Fig. 1: run 1, placement view
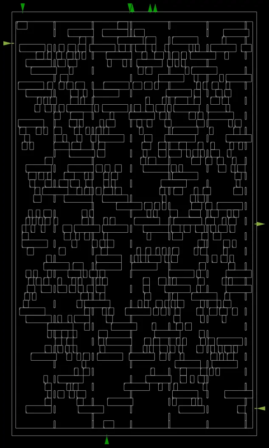
Fig. 2: run 1, gate families picked out
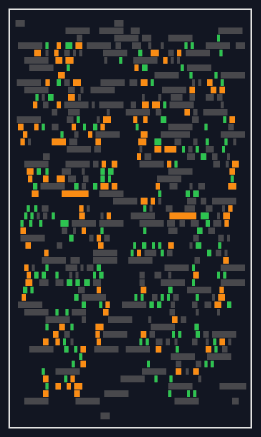
Fig. 3: run 1, placed cells, one colour a class
Bar = 20 um.
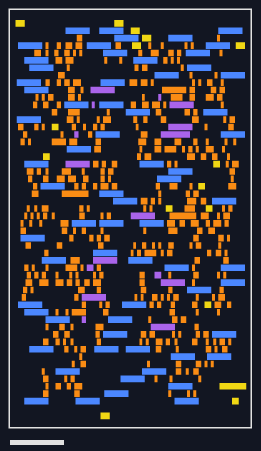
--- src/rtl/button_conditioner_pkg.sv ---
// rtl/button_conditioner_pkg.sv - shared channel state encoding and default button timing
package button_conditioner_pkg;

  localparam logic [2:0] ST_IDLE      = 3'd0;
  localparam logic [2:0] ST_PRESS_CHK = 3'd1;
  localparam logic [2:0] ST_HOLD_DLY  = 3'd2;
  localparam logic [2:0] ST_HOLD_RPT  = 3'd3;
  localparam logic [2:0] ST_REL_CHK   = 3'd4;

  // Defaults assume clk_36MHz: 10 ms debounce, 300 ms first repeat, 100 ms repeat
  localparam int DEF_DEBOUNCE_CYCLES = 360000;
  localparam int DEF_REPEAT_DELAY    = 10800000;
  localparam int DEF_REPEAT_PERIOD   = 3600000;
  localparam int DEF_CNT_W           = 24;

endpackage

--- src/rtl/button_conditioner_debounce_channel.sv ---
// rtl/button_conditioner_debounce_channel.sv - one button: 2-FF synchroniser, debounce FSM, hold-to-repeat
module debounce_channel
  import button_conditioner_pkg::*;
#(
  parameter int DEBOUNCE_CYCLES = DEF_DEBOUNCE_CYCLES,
  parameter int REPEAT_DELAY    = DEF_REPEAT_DELAY,
  parameter int REPEAT_PERIOD   = DEF_REPEAT_PERIOD,
  parameter int CNT_W           = DEF_CNT_W
) (
  input  logic clk,
  input  logic rst_n,
  input  logic raw,
  output logic pulse,
  output logic level
);

  localparam logic [CNT_W-1:0] DB_LAST  = CNT_W'(DEBOUNCE_CYCLES - 1);
  localparam logic [CNT_W-1:0] DLY_LAST = CNT_W'(REPEAT_DELAY - 1);
  localparam logic [CNT_W-1:0] RPT_LAST = CNT_W'(REPEAT_PERIOD - 1);
  localparam logic [CNT_W-1:0] CNT_ONE  = CNT_W'(1);

  logic [1:0]       sync_q, sync_d;
  logic [2:0]       state_q, state_d;
  logic [CNT_W-1:0] cnt_q, cnt_d;
  logic             level_q, level_d;
  logic             pulse_q, pulse_d;
  logic             s;

  assign s     = sync_q[1];
  assign pulse = pulse_q;
  assign level = level_q;

  always_comb begin
    sync_d  = {sync_q[0], raw};
    state_d = state_q;
    cnt_d   = cnt_q;
    level_d = level_q;
    pulse_d = 1'b0;
    case (state_q)
      ST_IDLE: begin
        level_d = 1'b0;
        if (s) begin
          cnt_d   = CNT_ONE;
          state_d = ST_PRESS_CHK;
        end
      end
      ST_PRESS_CHK: begin
        if (!s) begin
          cnt_d   = '0;
          state_d = ST_IDLE;
        end else if (cnt_q == DB_LAST) begin
          pulse_d = 1'b1;
          level_d = 1'b1;
          cnt_d   = '0;
          state_d = ST_HOLD_DLY;
        end else begin
          cnt_d = cnt_q + CNT_ONE;
        end
      end
      ST_HOLD_DLY, ST_HOLD_RPT: begin
        if (!s) begin
          cnt_d   = CNT_ONE;
          state_d = ST_REL_CHK;
        end else if (cnt_q == ((state_q == ST_HOLD_DLY) ? DLY_LAST : RPT_LAST)) begin
          pulse_d = 1'b1;
          cnt_d   = '0;
          state_d = ST_HOLD_RPT;
        end else begin
          cnt_d = cnt_q + CNT_ONE;
        end
      end
      ST_REL_CHK: begin
        // A bounce on release resumes repeating without a pulse of its own
        if (s) begin
          cnt_d   = '0;
          state_d = ST_HOLD_RPT;
        end else if (cnt_q == DB_LAST) begin
          level_d = 1'b0;
          cnt_d   = '0;
          state_d = ST_IDLE;
        end else begin
          cnt_d = cnt_q + CNT_ONE;
        end
      end
      default: begin
        cnt_d   = '0;
        level_d = 1'b0;
        state_d = ST_IDLE;
      end
    endcase
  end

  always_ff @(posedge clk or negedge rst_n) begin
    if (!rst_n) begin
      sync_q  <= 2'b00;
      state_q <= ST_IDLE;
      cnt_q   <= '0;
      level_q <= 1'b0;
      pulse_q <= 1'b0;
    end else begin
      sync_q  <= sync_d;
      state_q <= state_d;
      cnt_q   <= cnt_d;
      level_q <= level_d;
      pulse_q <= pulse_d;
    end
  end

endmodule

--- src/rtl/button_conditioner.sv ---
// rtl/button_conditioner.sv - left/right button conditioning with mutual-exclusion and enable gating
module button_conditioner
  import button_conditioner_pkg::*;
#(
  parameter int DEBOUNCE_CYCLES = DEF_DEBOUNCE_CYCLES,
  parameter int REPEAT_DELAY    = DEF_REPEAT_DELAY,
  parameter int REPEAT_PERIOD   = DEF_REPEAT_PERIOD,
  parameter int CNT_W           = DEF_CNT_W
) (
  input  logic clk_36MHz,
  input  logic reset,
  input  logic left_raw,
  input  logic right_raw,
  input  logic enable,
  output logic left_debounced,
  output logic right_debounced,
  output logic left_level,
  output logic right_level
);

  logic left_pulse, left_level_int;
  logic right_pulse, right_level_int;

  logic left_debounced_q, left_debounced_d;
  logic right_debounced_q, right_debounced_d;
  logic left_level_q, left_level_d;
  logic right_level_q, right_level_d;

  debounce_channel #(
    .DEBOUNCE_CYCLES(DEBOUNCE_CYCLES),
    .REPEAT_DELAY   (REPEAT_DELAY),
    .REPEAT_PERIOD  (REPEAT_PERIOD),
    .CNT_W          (CNT_W)
  ) u_left (
    .clk  (clk_36MHz),
    .rst_n(reset),
    .raw  (left_raw),
    .pulse(left_pulse),
    .level(left_level_int)
  );

  debounce_channel #(
    .DEBOUNCE_CYCLES(DEBOUNCE_CYCLES),
    .REPEAT_DELAY   (REPEAT_DELAY),
    .REPEAT_PERIOD  (REPEAT_PERIOD),
    .CNT_W          (CNT_W)
  ) u_right (
    .clk  (clk_36MHz),
    .rst_n(reset),
    .raw  (right_raw),
    .pulse(right_pulse),
    .level(right_level_int)
  );

  // Holding the opposite button blocks a pulse so the ship never sees both requests
  always_comb begin
    left_debounced_d  = left_pulse & enable & ~right_level_int;
    right_debounced_d = right_pulse & enable & ~left_level_int;
    left_level_d      = left_level_int;
    right_level_d     = right_level_int;
  end

  always_ff @(posedge clk_36MHz or negedge reset) begin
    if (!reset) begin
      left_debounced_q  <= 1'b0;
      right_debounced_q <= 1'b0;
      left_level_q      <= 1'b0;
      right_level_q     <= 1'b0;
    end else begin
      left_debounced_q  <= left_debounced_d;
      right_debounced_q <= right_debounced_d;
      left_level_q      <= left_level_d;
      right_level_q     <= right_level_d;
    end
  end

  assign left_debounced  = left_debounced_q;
  assign right_debounced = right_debounced_q;
  assign left_level      = left_level_q;
  assign right_level     = right_level_q;

endmodule

--- config.mk ---
export PLATFORM = sky130hd
export DESIGN_NAME = button_conditioner
export DESIGN_NICKNAME = d
export VERILOG_FILES = /design/src/rtl/button_conditioner_pkg.sv /design/src/rtl/button_conditioner_debounce_channel.sv /design/src/rtl/button_conditioner.sv
export SDC_FILE = /design/constraint.sdc
export NUM_CORES = 1
export LEC_CHECK = 0
export ABC_CLOCK_PERIOD_IN_PS = 3900
export CELL_PAD_IN_SITES_DETAIL_PLACEMENT = 1
export CELL_PAD_IN_SITES_GLOBAL_PLACEMENT = 2
export CORE_ASPECT_RATIO = 1.75
export CORE_UTILIZATION = 30
export DETAILED_ROUTE_END_ITERATION = 7
export PLACE_DENSITY_LB_ADDON = 0.1
export SLEW_MARGIN = 25
export SYNTH_ARGS = -nofsm -noshare
export SYNTH_HDL_FRONTEND = slang
export SYNTH_SLANG_ARGS = --single-unit
export TNS_END_PERCENT = 20
--- constraint.sdc ---
create_clock -name clk_36MHz -period 3.9 [get_ports clk_36MHz]
set_clock_uncertainty 0.05 [all_clocks]
set_input_delay 0.78 -clock clk_36MHz [delete_from_list [all_inputs] [get_ports clk_36MHz]]
set_output_delay 0.78 -clock clk_36MHz [all_outputs]
set_load 0.1 [all_outputs]
==> summary.txt, run 1 <==
Minimum clock period -> 2896 ps
Clk. pwr -> 0.000816 W
Synth top cell by count -> nand2_1
Top Layout Cells -> nand2_1, dfrtp_1, nor2_1, nand3_1
Final HPWL from detailed placement -> 8.133 mm
DIE AREA -> 13530 um2
Pins Over Slew Limit -> 0
Setup TNS Final -> 0 ps
Most frequent cells after synthesis -> nand2_1, dfrtp_1, nor2_1
Cycle use final -> 74.25%
Global-route wire length before repair -> 19.05 mm
Post-CTS Setup Inserts -> 0
Slowest cell on crit path -> or4b_1
Filler instances -> 1509
Share of layout cells above drive strength 1 -> 7.660%
Main logic family after synthesis -> simple AND/OR/NAND/NOR gates
Pwr Density -> 377.6 nW/um2
Mapped cell area -> 3916 um2
MUX share of area -> 0.2556%
Largest net degree at the start of global routing -> 67
Status -> finished, final reports clean
Area leader share -> 42.17%
Dpl cells -> 621
TritonCTS Buffers -> 9
M3 GR Usage -> 2.916%
Seq power -> 0.000729 W
CTS sink count -> 66
Internal -> 0.001237 W
Sequential Power Share -> 43.6%
Initial antenna violation count -> 0
WL/cell -> 18.18 um
Worst path depth -> 8
Mean number of vias per cell -> 5.418
Tot Pwr -> 0.001670 W
Inverters -> 9
EDFF count, synth -> 0
Detailed route wirelength on metal2 -> 6.562 mm
Top pwr grp -> the clock network
Crit path largest cell delay -> 650 ps
Peak VDD IR -> 0.1977 mV
Crit path to -> u_right.cnt_q[6]
Clk_lat worst skew -> 340 ps
Port Buffers -> 8
Yosys xor share -> 0.4473%
Largest area contributor in the netlist -> dfrtp_1
Combinational share of cell area -> 47.09%
Startpoint Class -> flop
Max FO, Critical Path -> 30
## Picture notes: Fig. 1
Core ar.: 12570 um2
well tap count: 168
Flops: 66
Final Non-Filler Cells: 638
Seq area share: 37.33%

## Picture notes: Fig. 2
Key: green = NAND gates [cells 131, where spread over the die]; orange = inverting AOI/OAI gates [cells 110, where spread over the die]

## Picture notes: Fig. 3
Key: yellow = other buffers and delay cells [cells 16]; orange = combinational and other logic [cells 372]; blue = flops [cells 66]; purple = clock drivers and dummy loads [cells 16]
fin area: 4424 um2
Std-Cell Rows: 54
Post-Route Utilization: 35.21%

Fig. 4: run 1, M2 wires
Cells faint in the background.
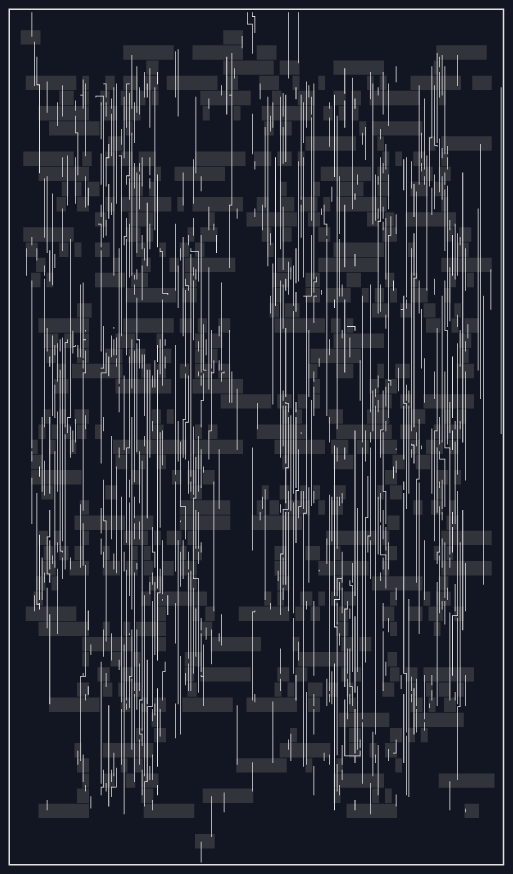

--- run 2 (diff from run 1) ---
Settings changed: ABC_CLOCK_PERIOD_IN_PS 3900 to 2600.
Clock period 3.9 ns to 2.6 ns, I/O delays scaled along.
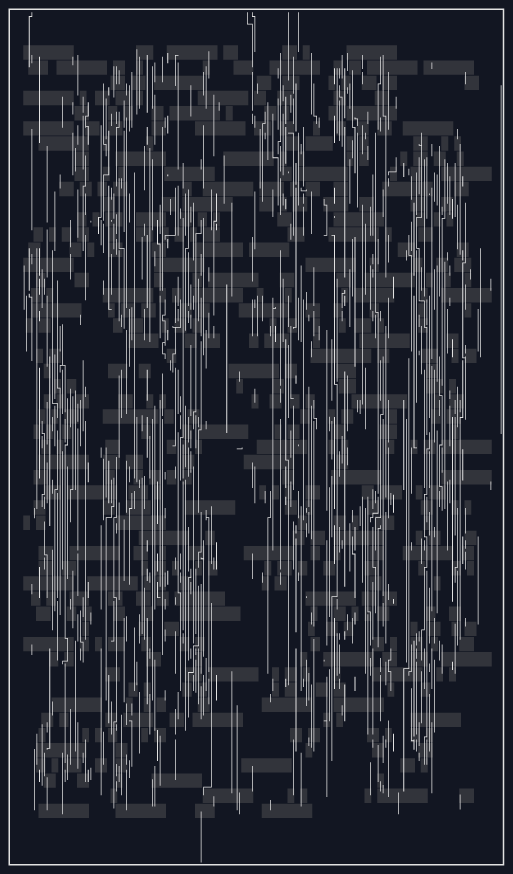
Fig. 5. M2 wires (run 2).
Cells faint in the background.
The wires run mostly vertical. The layer carries 7070 um of wire.

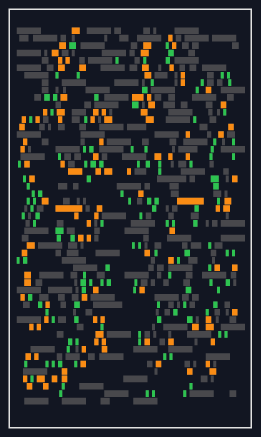
Fig. 6. Gate families picked out (run 2).
Key: orange = inverting AOI/OAI gates [cells 110, where spread over the die]; green = NAND gates [cells 131, where spread over the die]
Final Non-Filler Cells: 670
combinational share of cell area: 44.43%
Commonest Layout Cell: nand2_1

==> summary.txt, run 2 <==
Inverters -> 9 (unchanged)
Initial antenna violation count -> 0 (unchanged)
Yosys xor share -> 0.4473% (unchanged)
Clk. pwr -> 0.00134 W (+64%)
Crit path to -> u_right.cnt_q[22]
Status -> finished, final reports clean
Detailed route wirelength on metal2 -> 7.073 mm (+7.8%)
Share of layout cells above drive strength 1 -> 14.74% (+7.1 points)
TritonCTS Buffers -> 9 (unchanged)
Tot Pwr -> 0.002643 W (+58%)
Dpl cells -> 654 (+5.3%)
Max FO, Critical Path -> 25 (-17%)
Top Layout Cells -> nand2_1, dfrtp_1, buf_4, nor2_1, nand3_1
Most frequent cells after synthesis -> nand2_1, dfrtp_1, nor2_1
CTS sink count -> 66 (unchanged)
MUX share of area -> 0.2556% (unchanged)
Final HPWL from detailed placement -> 8.840 mm (+8.7%)
Sequential Power Share -> 40.7% (-2.9 points)
Largest area contributor in the netlist -> dfrtp_1
Slowest cell on crit path -> or4b_1
Well tap count -> 168 (unchanged)
Global-route wire length before repair -> 20.01 mm (+5.0%)
Pwr Density -> 563.0 nW/um2 (+49%)
Top pwr grp -> the clock network
Peak VDD IR -> 0.2629 mV (+33%)
Area leader share -> 42.17% (unchanged)
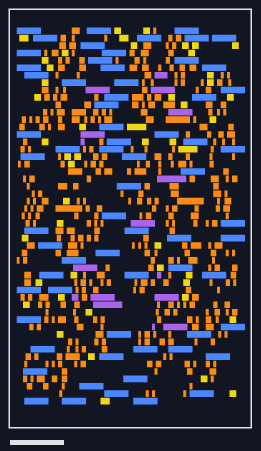
Fig. 7. Placed cells, one colour a class (run 2).
Bar = 20 um.
Key: orange = combinational and other logic [cells 372]; blue = flops [cells 66]; yellow = other buffers and delay cells [cells 48]; purple = clock drivers and dummy loads [cells 16]
fin area: 4695 um2
Post-Route Utilization: 37.36%
Seq area share: 35.18%

Fig. 8: run 2, clock wires, drivers and flops
Bar = 20 um.
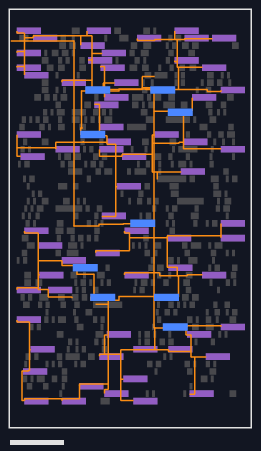

--- run 3 (diff from run 2) ---
Settings changed: ABC_CLOCK_PERIOD_IN_PS 2600 to 2400.
Clock period 2.6 ns to 2.4 ns, I/O delays scaled along.
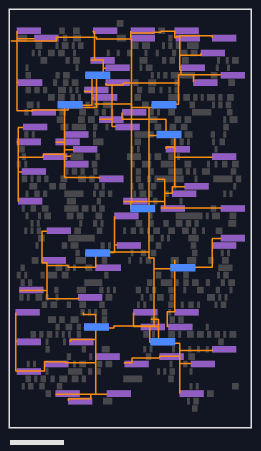
Fig. 9. Clock wires, drivers and flops (run 3).
Bar = 20 um.
Key: blue = clock drivers [count 9]; orange = clock wires [length 1150 um]; purple = flip-flops [count 66]
There are 10 routed clock nets. Position of the flops: spread over the die.

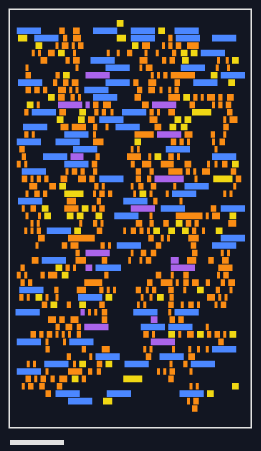
Fig. 10. Placed cells, one colour a class (run 3).
Bar = 20 um.
fin area: 4875 um2
Post-Route Utilization: 38.79%

==> summary.txt, run 3 <==
Largest area contributor in the netlist -> dfrtp_1
MUX share of area -> 0.2556% (unchanged)
DIE AREA -> 13530 um2
Detailed route wirelength on metal2 -> 7.381 mm (+4.4%)
Top pwr grp -> the clock network
Slowest cell on crit path -> or4_4
Max Freq -> 0.4335 GHz
Area leader share -> 42.17% (unchanged)
Share of layout cells above drive strength 1 -> 19.54% (+4.8 points)
Psw -> 0.0007183 W
Peak VDD IR -> 0.3642 mV (+39%)
Sequential Power Share -> 41.6% (+0.9 points)
Most frequent cells after synthesis -> nand2_1, dfrtp_1, nor2_1
Clk. pwr -> 0.00136 W (about the same)
Worst path depth -> 7
Yosys cell count -> 469
Final Non-Filler Cells -> 685 (+2.2%)
Met1 GRT Util -> 20.98%
Main logic family after synthesis -> simple AND/OR/NAND/NOR gates
Yosys xor share -> 0.4473% (unchanged)
Minimum clock period -> 2307 ps
Final HPWL from detailed placement -> 9.243 mm (+4.6%)
Max FO, Critical Path -> 19 (-24%)
Clock buf count -> 10
Top Registers -> u_left.cnt_q (24), u_right.cnt_q (24)
Commonest Layout Cell -> nand2_1
Dpl cells -> 669 (+2.3%)
Tot Pwr -> 0.002794 W (+5.7%)
Seq area share -> 33.91% (-1.3 points)
Pwr Density -> 573.1 nW/um2 (+1.8%)
CTS sink count -> 66 (unchanged)
Status -> finished, final reports clean
Crit path to -> u_left.cnt_q[15]
Combinational share of cell area -> 43.99% (-0.44 points)
Inverters -> 9 (unchanged)
Global-route wire length before repair -> 20.76 mm (+3.7%)
Mapped cell area -> 3916 um2
TritonCTS Buffers -> 9 (unchanged)
Top Layout Cells -> nand2_1, dfrtp_1, buf_4, nor2_1, nand3_1
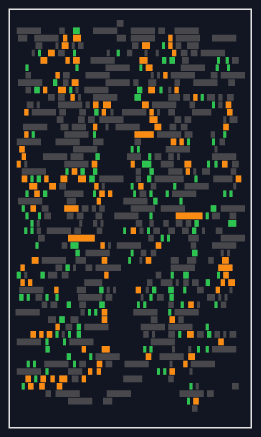
Fig. 11. Gate families picked out (run 3).
Key: green = NAND gates [cells 131, where spread over the die]; orange = inverting AOI/OAI gates [cells 110, where spread over the die]

No activity file was given, so power comes from the tool's default toggle rates.
